==> config.mk <==
export PLATFORM = sky130hd
export DESIGN_NAME = parity_framer
export DESIGN_NICKNAME = d
export VERILOG_FILES = /design/src/rtl/parity_framer.sv
export SDC_FILE = /design/constraint.sdc
export NUM_CORES = 1
export LEC_CHECK = 0
export CORE_MARGIN = 3
export CORE_UTILIZATION = 39
export DETAILED_ROUTE_END_ITERATION = 12
export GPL_TIMING_DRIVEN = 0
export HOLD_SLACK_MARGIN = 0.12
export PLACE_DENSITY = 0.65
export SYNTH_ARGS = -nofsm -noshare
export SYNTH_HDL_FRONTEND = slang
export SYNTH_SLANG_ARGS = --single-unit
==> constraint.sdc <==
create_clock -name clk -period 2.05 [get_ports clk]
set_input_delay 0.41 -clock clk [delete_from_list [all_inputs] [get_ports clk]]
set_output_delay 0.41 -clock clk [all_outputs]
set_load 0.005 [all_outputs]
==> src/rtl/parity_framer.sv <==
// rtl/parity_framer.sv - serial parity framer: latches {din, p} and shifts payload then parity on bit_tick.
// Optional error injection via `PARITY_ERR_INJ_EN (adds err_inj input that inverts p at acceptance).
module parity_framer #(
  parameter int DATA_W    = 7,
  parameter int ODD_PAR   = 0,
  parameter int MSB_FIRST = 1
) (
  input  logic              clk,
  input  logic              rst_n,
`ifdef PARITY_ERR_INJ_EN
  input  logic              err_inj,
`endif
  input  logic              en,
  input  logic [DATA_W-1:0] din,
  input  logic              din_valid,
  output logic              din_ready,
  input  logic              bit_tick,
  output logic              sdo,
  output logic [DATA_W:0]   frame_out,
  output logic              busy,
  output logic              done
);

  localparam int CW = $clog2(DATA_W + 1);

  typedef enum logic {IDLE, SHIFT} state_t;

  state_t            state_q;
  logic [CW-1:0]     cnt_q;
  logic [DATA_W:0]   sh_q;
  logic [DATA_W:0]   frame_q;
  logic              sdo_q;
  logic              done_q;

  logic              par_d;
  logic [DATA_W-1:0] din_ord_d;
  logic [DATA_W:0]   ser_d;
  logic [DATA_W:0]   frame_d;

  // ser_d holds the frame in transmit order, first bit at the MSB.
  always_comb begin
    par_d = en ? ((^din) ^ (ODD_PAR != 0)) : 1'b0;
`ifdef PARITY_ERR_INJ_EN
    par_d = par_d ^ err_inj;
`endif
    din_ord_d = din;
    if (MSB_FIRST == 0) begin
      for (int i = 0; i < DATA_W; i++) begin
        din_ord_d[DATA_W-1-i] = din[i];
      end
    end
    frame_d = {din, par_d};
    ser_d   = {din_ord_d, par_d};
  end

  always_ff @(posedge clk or negedge rst_n) begin
    if (!rst_n) begin
      state_q <= IDLE;
      cnt_q   <= '0;
      sh_q    <= '0;
      frame_q <= '0;
      sdo_q   <= 1'b0;
      done_q  <= 1'b0;
    end else begin
      done_q <= 1'b0;
      if (state_q == IDLE) begin
        if (din_valid) begin
          frame_q <= frame_d;
          sdo_q   <= ser_d[DATA_W];
          sh_q    <= {ser_d[DATA_W-1:0], 1'b0};
          cnt_q   <= CW'(DATA_W);
          state_q <= SHIFT;
        end
      end else if (bit_tick) begin
        if (cnt_q != '0) begin
          sdo_q <= sh_q[DATA_W];
          sh_q  <= {sh_q[DATA_W-1:0], 1'b0};
          cnt_q <= cnt_q - CW'(1);
        end else begin
          state_q <= IDLE;
          sdo_q   <= 1'b0;
          done_q  <= 1'b1;
        end
      end
    end
  end

  assign din_ready = (state_q == IDLE);
  assign busy      = (state_q == SHIFT);
  assign sdo       = sdo_q;
  assign frame_out = frame_q;
  assign done      = done_q;

endmodule
Run 1, routed metal, one color a layer:
Scale: 4 px per um.
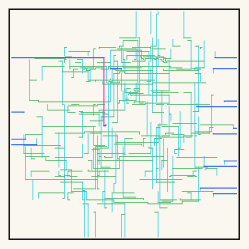
met1: marked green, wire length 847 um. met3: marked blue, wire length 94.8 um. met4: marked magenta, wire length 17.0 um. met2: marked cyan, wire length 802 um.
detailed-route wire length per cell: 13.3 um
GR Util All Layers: 11.4%
Total Routed Length: 1.76 mm
total number of vias: 660

Run 1, placement by cell class:
Scale: 4 px per um.
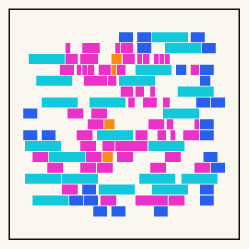
clock drivers and dummy loads: marked orange, cells 4, share of their area 2.1%. flops: marked cyan, cells 21, share of their area 41%. all other logic: marked magenta, cells 54, share of their area 38%. other buffers and delay cells: marked blue, cells 25, share of their area 19%.
row count: 17
core area: 0.00234 mm^2
flop share of the area: 40.1%
utilization after layout: 56.0%
design area: 0.00131 mm^2

Run 1, local utilization:
Scale: 6 px per um. 11 x 11 tiles, from black (low) to pale yellow (high), 0 to 100% covered.
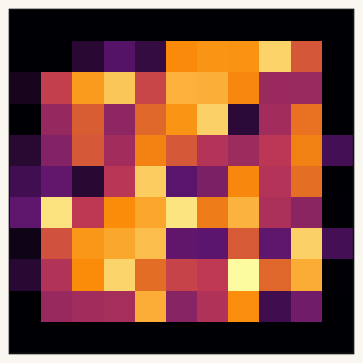
20% of the tiles are over 75% full. The mean over all tiles is 39%. The densest ninth of the die: center. 27% of the tiles are nearly empty. The fullest tile reaches 99%.
FP Core Util: 43.6%

==> out/results.txt, run 1 <==
cts bufs inserted = 3
Final Hold Viols = 0
number of setup violations in the final report = 0
CP Data Arrival Time = 1.50 ns
Sum Neg Setup Slack = 0 ns
Synth Instances = 77
grt ovf = 0
Internal = 1.11 mW
ys cells = 77
max-slew violations = 0
CP Launch Type = flop
fillers = 203
Net Sw Frac = 28.8%
drt first pass iters = 4
tool warnings = 27
Worst setup EP type = primary output
maximum number of pins on one net before global-route repair = 22
Area Overhead vs Synth = 28.6%
final net count = 119
Final ANT Viol Nets = 0
fin cells = 132
Tcrit/Tclk final = 93.3%
critical setup path kind = flop to primary output
post-synthesis average cell area = 13.2 um^2
worst-margin pin slew = 0.925 ns
H-tree levels = 1
Comb pwr share = 44.8%
initial antenna violation count = 0
hold_ws = 0.495 ns
vias in the first global route = 624
routed vias/inst = 5.00
Initial DRC Count = 6
CTS Buffer Depth = 2
Final min period = 1.91 ns
LEAKAGE = 0.599 nW
Worst VDD drop = 0.000599 V
Async S/R FF share, synth = 100%
crit path DRT = 1.64 ns
Slew HR = 38.2%
post-CTS setup buffers = 0
placed cell count = 128
Routability Congestion = 0.685
RSZ-0062 raised after global routing = false
Die Ht = 57.1 um
fmax = 523 MHz
DP Worst Slack = 0.147 ns
# diodes = 0
max-cap check violation count = 0
EDFF count, synth = 0
share of cells above drive strength 1 = 27.9%
first-pass GRT wire length = 2.87 mm
Distinct cells, synth = 25
Die X = 57.1 um
CTS tree = built
Mapped Nets = 91
hpwl dp = 1.31 mm
CP max FO = 10
Primary FF master, synth = dfrtp_1
Power per Cell Area = 1190 mW/mm^2
Clk pwr share = 12.2%
PortBufs = 23
post-cts hold buffer count = 0
Sw Pwr = 0.450 mW
outcome = finished, final reports clean
Flop pwr share = 43.0%
Final Power = 1.56 mW
Post-Place Cell Area = 0.00128 mm^2
Setup WS post-layout = 0.137 ns
Setup Skew = 0.00145 ns
# DRC = 0
Synth Cell Area = 0.00102 mm^2
synth warn = 0
worst hold path class = flop to flop
clock sink total = 21
clock root buffer = clkbuf_4
post-synthesis chip area from yosys = 0.00102 mm^2
CTS-repair resized insts = 0
synthesis-stage register bit count = 21
clk_lat worst skew = 0.29 ns
register share after synthesis = 51.5%
clock-pin slew on the worst setup and hold paths = 0.11 ns
chip area = 0.00326 mm^2
io pins = 24
-- run 1: state kept, by name, summed over array words and instances (netlist names) --
register / count
frame_out: 8
sh_q: 7
cnt_q: 3
busy: 1
done: 1
sdo: 1
-- run 1: Yosys cell counts, types with 2 or more instances --
library cell / number / share of area [%]
ha_1: 2 / 2.5
nand2b_1: 2 / 1.2
nor3_1: 2 / 0.98
nor2_1: 4 / 1.5
buf_4: 2 / 1.5
a2bb2oi_1: 2 / 1.7
inv_1: 4 / 1.5
dfrtp_1: 21 / 52
mux2_2: 19 / 21
nand2_1: 3 / 1.1
xnor3_1: 2 / 4.4
-- run 1: power by group through the flow --
stage          sequential (mW)  combinational [mW]  clock, mW
3_5_place_dp             0.680               0.705          0
4_1_cts                  0.671               0.708      0.205
6_report                 0.671               0.698      0.191
5_1_grt                  0.691               0.756      0.227
3_3_place_gp             0.672               0.692          0
2_1_floorplan            0.677               0.404          0
-- run 1: layout make-up --
| class | instances | area [um^2] | share of cell area, % |
|---|---|---|---|
| multi-input combinational | 50 | 464 | 35.4 |
| inverter | 4 | 15.0 | 1.15 |
| sequential | 21 | 526 | 40.1 |
| clock buffer | 4 | 26.3 | 2.00 |
| buffer | 2 | 15.0 | 1.15 |
| timing repair buffer | 23 | 230 | 17.6 |
| tap | 28 | 35.0 | 2.67 |
-- run 1: worst paths after layout --
check	startpoint	end	slack [ns]	cells past startpoint
max in group asynchronous	rst_n	sh_q[3]	0.86	1
min reg2reg	frame_out[0]	frame_out[0]	0.49	2
min	frame_out[0]	frame_out[0]	0.49	2
max reg2reg	cnt_q[0]	sh_q[3]	0.41	5
max	busy	din_ready	0.14	3
min in group asynchronous	rst_n	frame_out[2]	0.62	1
-- run 1: placed cells by master, fill, tap and decap left out --
cell type,n
o41ai_1,1
xnor2_1,1
nand3_1,1
nand2b_1,2
nand2_2,1
nor2b_2,1
mux2_2,19
nand2_1,3
o21ba_2,1
xor2_1,1
ha_1,2
nor2_1,4
clkbuf_4,3
clkbuf_1,1
a2bb2oi_1,2
mux2i_1,1
nor3_1,2
inv_1,3
a21oi_1,1
dfrtp_1,21
nor2b_1,1
o21ai_4,1
inv_2,1
buf_4,2
o22ai_1,1
clkdlybuf4s50_1,23
xnor3_1,2
o21ai_1,1
a311oi_1,1
-- run 1: logic make-up (layout without fill, tap and decap cells) --
family          count (synthesis)  after routing  synth area share, %
buf+inv                         6             33                 2.94
mux                            20             20                 22.0
xor+xnor                        4              4                 6.13
fa+ha+maj                       2              2                 2.45
simple gates                   15             15                 7.36
compound gates                  9              9                 7.61
flops                          21             21                 51.5
-- run 1: metal layers --
| metal | GRT usage [%] | routed length [um] | vias up |
|---|---|---|---|
| li1 | - | - | 329 |
| met1 | 14.9 | 846 | 313 |
| met2 | 17.6 | 802 | 16 |
| met3 | 2.49 | 94 | 2 |
| met4 | 5.96 | 17 | 0 |
| met5 | 0 | 0 | - |
-- run 1: critical path, stage by stage (launching register included) --
cell             delay, ns
dfrtp_1               0.40
buf_4                 0.19
inv_2                 0.11
clkdlybuf4s50_1       0.51
==> run 2, diff against run 1 <==
- CTS_CLUSTER_DIAMETER: not set -> 100
- clock period: 2.05 -> 1.9 ns (I/O delays scaled with it)
Run 2, local utilization:
Scale: 6 px per um. 11 x 11 tiles, from black (low) to pale yellow (high), 0 to 100% covered.
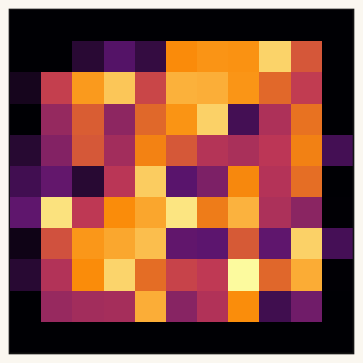
The fullest tile reaches 99%. The densest ninth of the die: center. The mean over all tiles is 40%. The emptiest ninth of the die: upper left. 27% of the tiles are nearly empty. 21% of the tiles are over 75% full.
utilization after layout: 56.6%

==> run 2 against run 1 <==
Net effect: total power is 8.7% higher; synthesized cell count stayed put; area after synthesis stayed put; final cell count is 0.76% higher; sequential share of layout area is 0.42 points lower; sequential power is 7.9% higher; first-iteration DRC count is 33% lower; sequential cell count stayed put.
==> out/results.txt, run 2 <==
outcome = finished, final reports clean
most numerous cell in the Yosys netlist = dfrtp_1
Synth top area share = 51.5% (unchanged)
initial antenna violation count = 0 (unchanged)
Final min period = 1.81 ns
total number of vias = 668 (+1.2%)
Setup Skew = 0.00192 ns (+0.000471 ns)
clock-pin slew on the worst setup and hold paths = 0.11 ns (about the same)
CP max FO = 10 (unchanged)
Slew HR = 37.9% (-0.27 points)
Die X = 57.1 um (unchanged)
most frequent cells after synthesis = dfrtp_1, mux2_2, inv_1, nor2_1, nand2_1
grt ovf = 0 (unchanged)
fmax = 554 MHz
Area Overhead vs Synth = 29.9%
first-pass GRT wire length = 2.87 mm (unchanged)
Final Hold Viols = 0 (unchanged)
GR Util All Layers = 11.4% (unchanged)
FP Core Util = 43.6% (unchanged)
io pins = 24 (unchanged)
Synth Cell Area = 0.00102 mm^2 (unchanged)
Tcrit/Tclk final = 95.1%
LEAKAGE = 0.604 nW (+0.92%)
maximum number of pins on one net before global-route repair = 22 (unchanged)
routed vias/inst = 5.02 (+0.45%)
Synth Instances = 77 (unchanged)
synth warn = 0 (unchanged)
drt first pass iters = 4 (unchanged)
CTS tree = built
post-cts hold buffer count = 0 (unchanged)
Mapped Nets = 91 (unchanged)
RSZ-0062 raised after global routing = false
CTS Buffer Depth = 2 (unchanged)
DP Worst Slack = 0.0267 ns (-0.120 ns)
Distinct cells, synth = 25 (unchanged)
Routability Congestion = 0.685 (unchanged)
Top cells by area = dfrtp_1, mux2_2, xnor3_1, ha_1, a2bb2oi_1
row count = 17 (unchanged)
tool warnings = 27 (unchanged)
EDFF count, synth = 0 (unchanged)
Largest register FFs = 8 (unchanged)
vias in the first global route = 624 (unchanged)
core area = 0.00234 mm^2 (unchanged)
critical setup path kind = flop to primary output
detailed-route wire length per cell = 13.1 um (-1.7%)
post-synthesis chip area from yosys = 0.00102 mm^2 (unchanged)
Worst VDD drop = 0.000648 V (+8.2%)
Worst setup EP type = primary output
max-cap check violation count = 0 (unchanged)
Sum Neg Setup Slack = 0 ns (unchanged)
Run 2, placement by cell class:
Scale: 4 px per um.
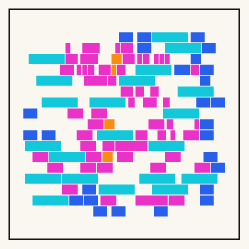
other buffers and delay cells: marked blue, cells 26, share of their area 20%. clock drivers and dummy loads: marked orange, cells 4, share of their area 2.0%. all other logic: marked magenta, cells 54, share of their area 37%. flops: marked cyan, cells 21, share of their area 41%.
flop share of the area: 39.7%
design area: 0.00133 mm^2

==> run 2: cell types whose count changed in the layout (fill, tap and decap cells not counted) <==
cell,before,now
buf_6,0,1
inv_4,0,1
inv_2,1,0
==> run 2: tightest hold or removal path, cell delays in order (launching register included) <==
cell and delay, ns:
dfrtp_1 0.35, nand2_1 0.05, o21ai_1 0.06
==> run 2: kinds of logic (layout without fill, tap and decap cells) <==
family / after synthesis / after routing / synth area share, %
fa+ha+maj: 2 / 2 / 2.45
simple gates: 15 / 15 / 7.36
flops: 21 / 21 / 51.5
compound gates: 9 / 9 / 7.61
buf+inv: 6 / 34 / 2.94
mux: 20 / 20 / 22.0
xor+xnor: 4 / 4 / 6.13
==> run 2: final cells by class <==
cell class	instances	area [um^2]	share of cell area [%]
well taps	28	35.0	2.64
plain buffers	2	18.8	1.42
inverters	4	17.5	1.32
multi-input cells	50	464	35.0
repair buffers	24	238	17.9
clock buffers	4	26.3	1.98
flip-flops and latches	21	526	39.7
==> run 2: path summary, 6_finish.rpt <==
| path | from | end | slack (ns) | cells after the start |
|---|---|---|---|---|
| max in group asynchronous | rst_n | sdo | 0.74 | 1 |
| min in group asynchronous | rst_n | frame_out[2] | 0.60 | 1 |
| worst max-delay path | busy | din_ready | 0.09 | 3 |
| worst min register to register | frame_out[0] | frame_out[0] | 0.49 | 2 |
| worst min-delay path | frame_out[0] | frame_out[0] | 0.49 | 2 |
| worst max register to register | cnt_q[0] | sh_q[3] | 0.27 | 5 |
==> run 2: where the power goes <==
part | internal [mW] | switching, mW
Combinational | 0.499 | 0.268
Sequential | 0.628 | 0.0959
Clock | 0.0816 | 0.123
==> run 2: what timing repair did <==
action	4_1_cts	5_1_grt
cloned	0	0
setup endpoints to repair	1	1
resized	1	2
buffers inserted	1	0
==> run 2: routing by layer <==
metal | vias to the layer above | global-route usage [%] | part of all wire (%)
met1 | 319 | 14.9 | 48
met3 | 2 | 2.49 | 5.3
met2 | 14 | 17.6 | 45
li1 | 333 | - | -
met5 | - | 0 | 0
met4 | 0 | 5.96 | 0.92
==> run 2: per-stage QoR <==
step / instance area [um^2] / cells
2_1_floorplan: 1020 / 77
3_3_place_gp: 1280 / 128
3_5_place_dp: 1280 / 128
4_1_cts: 1320 / 133
5_1_grt: 1330 / 133
6_report: 1330 / 133
==> run 3, diff against run 2 <==
==> constraint.sdc (replaced) <==
create_clock -name clk -period 2.2 [get_ports clk]
set_input_delay 0.44 -clock clk [delete_from_list [all_inputs] [get_ports clk]]
set_output_delay 0.44 -clock clk [all_outputs]
set_load 0.02 [all_outputs]
Run 3, routed metal, one color a layer:
Scale: 4 px per um.
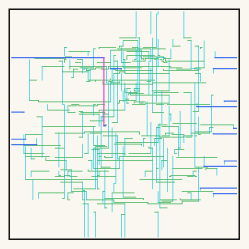
met2: marked cyan, wire length 803 um. met1: marked green, wire length 848 um. met3: marked blue, wire length 94.8 um. met4: marked magenta, wire length 17.0 um.
Total Routed Length: 1.76 mm
detailed-route wire length per cell: 13.3 um

==> run 3 against run 2 <==
Net effect: final cell count fell by 0.75%; critical path depth is the same; sequential power fell by 14%; critical path type unchanged; clock-buffer cell count is the same; first-iteration DRC count rose by 50%; critical endpoint unchanged; combinational power down 1%; sequential cell count did not move.
==> out/results.txt, run 3 <==
outcome = finished, final reports clean
post-synthesis average cell area = 13.2 um^2
Slew HR = 38.2% (+0.27 points)
Synth top area share = 51.5% (unchanged)
initial antenna violation count = 0 (unchanged)
GR Util All Layers = 11.4% (unchanged)
share of cells above drive strength 1 = 26.9%
Clk pwr share = 11.4% (-0.6 points)
Worst VDD drop = 0.000585 V (-9.7%)
cts bufs inserted = 3
ys cells = 77
Worst R2R Start = cnt_q[0]
Distinct cells, synth = 25 (unchanged)
fmax = 576 MHz
max-cap check violation count = 0 (unchanged)
Synth Cell Area = 0.00102 mm^2 (unchanged)
Die X = 57.1 um (unchanged)
min-delay src = frame_out[0]
EDFF count, synth = 0 (unchanged)
Top cells by area = dfrtp_1, mux2_2, xnor3_1, ha_1, a2bb2oi_1
CP Launch Type = flop
Final min period = 1.74 ns
CP max stage delay = 0.40 ns
Flop pwr share = 40.1% (-2.6 points)
Initial DRC Count = 6
Sum Neg Setup Slack = 0 ns (unchanged)
Top cell excl fill/tap = clkdlybuf4s50_1
post-synthesis chip area from yosys = 0.00102 mm^2 (unchanged)
clock-pin slew on the worst setup and hold paths = 0.11 ns (about the same)
CP max FO = 10 (unchanged)
most frequent cells after synthesis = dfrtp_1, mux2_2, inv_1, nor2_1, nand2_1
Mapped Nets = 91 (unchanged)
Setup Skew = 0.00147 ns (-0.000452 ns)
critical setup path kind = flop to primary output
maximum number of pins on one net before global-route repair = 22 (unchanged)
# diodes = 0
worst-path cell chain = buf_4 -> inv_1 -> dlymetal6s2s_1
vias in the first global route = 624 (unchanged)
H-tree levels = 1
LEAKAGE = 0.618 nW (+2.4%)
chip area = 0.00326 mm^2
Area Overhead vs Synth = 28.8%
Comb pwr share = 48.5% (+3.2 points)
Largest register FFs = 8 (unchanged)
Power per Cell Area = 1190 mW/mm^2
Worst setup EP type = primary output
Internal = 1.04 mW (-14%)
synth warn = 0 (unchanged)
RSZ-0062 raised after global routing = false
Slowest cell on crit path = dfrtp_1
Synth Instances = 77 (unchanged)
grt ovf = 0 (unchanged)
Tcrit/Tclk final = 79.0%
total number of vias = 660 (-1.2%)
tool warnings = 27 (unchanged)
worst hold path class = flop to flop
Routability Congestion = 0.685 (unchanged)
hpwl dp = 1.31 mm
Final Hold Viols = 0 (unchanged)
Sw Pwr = 0.525 mW (+7.9%)
CTS Buffer Depth = 2 (unchanged)
io pins = 24 (unchanged)
clock sink total = 21
CTS tree = built
Critical Path Source = busy
routed vias/inst = 5.00 (-0.45%)
Async S/R FF share, synth = 100%
most numerous cell in the Yosys netlist = dfrtp_1
core area = 0.00234 mm^2 (unchanged)
Net Sw Frac = 33.6% (+4.9 points)
synthesis-stage register bit count = 21
FP Core Util = 43.6% (unchanged)
clock root buffer = clkbuf_4
cell taking the most area after synthesis = dfrtp_1
first-pass GRT wire length = 2.87 mm (unchanged)
row count = 17 (unchanged)
drt first pass iters = 4 (unchanged)
Run 3, local utilization:
Scale: 6 px per um. 11 x 11 tiles, from black (low) to pale yellow (high), 0 to 100% covered.
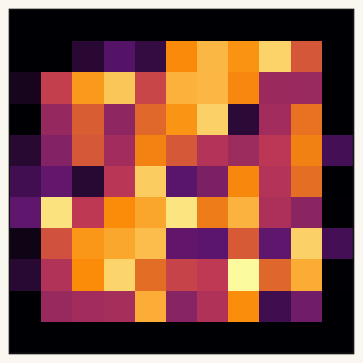
The mean over all tiles is 39%. 20% of the tiles are over 75% full. The fullest tile reaches 99%. The emptiest ninth of the die: upper left. The densest ninth of the die: center. 27% of the tiles are nearly empty.
utilization after layout: 56.1%

[run 3: final cells by class]
cell class	instances	area [um^2]
Buffer	2	15.0
Sequential cell	21	526
Multi-Input combinational cell	50	464
Inverter	4	15.0
Fill cell	202	1030
Timing Repair Buffer	23	233
Clock buffer	4	26.3
Tap cell	28	35.0
[run 3: per-stage QoR]
step | hold WS [ns] | total power [mW] | instances | worst slack, ns | instance area, um^2
finish | 0.495 | 1.56 | 132 | 0.463 | 1310
global route | 0.526 | 1.67 | 132 | 0.360 | 1310
CTS | 0.506 | 1.58 | 132 | 0.0610 | 1310
detailed placement | 0.479 | 1.40 | 128 | 0.267 | 1280
global placement | 0.469 | 1.38 | 128 | 0.270 | 1280
floorplan | 0.144 | 1.11 | 77 | 0.694 | 1020
[run 3: per-layer routing]
metal	vias up	share of wire [%]	global-route usage [%]
met1	313	48	14.9
met3	2	5.3	2.49
met2	16	46	17.6
met4	0	0.96	5.96
li1	329	-	-
met5	-	0	0
[run 3: critical path: cells and delay by family (launching register included)]
kind                   cells  cell delay, ns
buffers and inverters      3            0.60
DFF                        1            0.40
[run 3: kinds of logic (layout without fill, tap and decap cells)]
family / Yosys count / in the layout / synth area share [%]
multiplexers: 20 / 20 / 22.0
buffers and inverters: 6 / 33 / 2.94
flip-flops: 21 / 21 / 51.5
AND/OR/NAND/NOR: 15 / 15 / 7.36
XOR/XNOR: 4 / 4 / 6.13
adder cells (fa/ha/maj): 2 / 2 / 2.45
AND-OR/OR-AND: 9 / 9 / 7.61
[run 3: path summary, 6_finish.rpt]
path | slack [ns] | cells past startpoint | end
worst max register to register | 0.56 | 5 | sh_q[3]
min in group asynchronous | 0.65 | 1 | frame_out[2]
worst max-delay path | 0.46 | 3 | din_ready
worst min-delay path | 0.49 | 2 | frame_out[0]
max in group asynchronous | 0.98 | 1 | sh_q[3]
worst min register to register | 0.49 | 2 | frame_out[0]
[run 3: power groups by stage]
stage | registers, mW | clock network, mW | logic [mW]
after global placement | 0.626 | 0 | 0.754
after floorplan | 0.732 | 0 | 0.381
after global routing | 0.644 | 0.211 | 0.811
after detailed placement | 0.633 | 0 | 0.766
final | 0.625 | 0.178 | 0.757
after CTS | 0.625 | 0.191 | 0.768
[run 3: repair_timing]
action | 4_1_cts | 5_1_grt
endpoints found under the setup margin | 0 | 1
buffers inserted | 0 | 0
hold buffers | 0 | 0
resized | 0 | 1
No activity file was given, so power comes from the tool's default toggle rates.
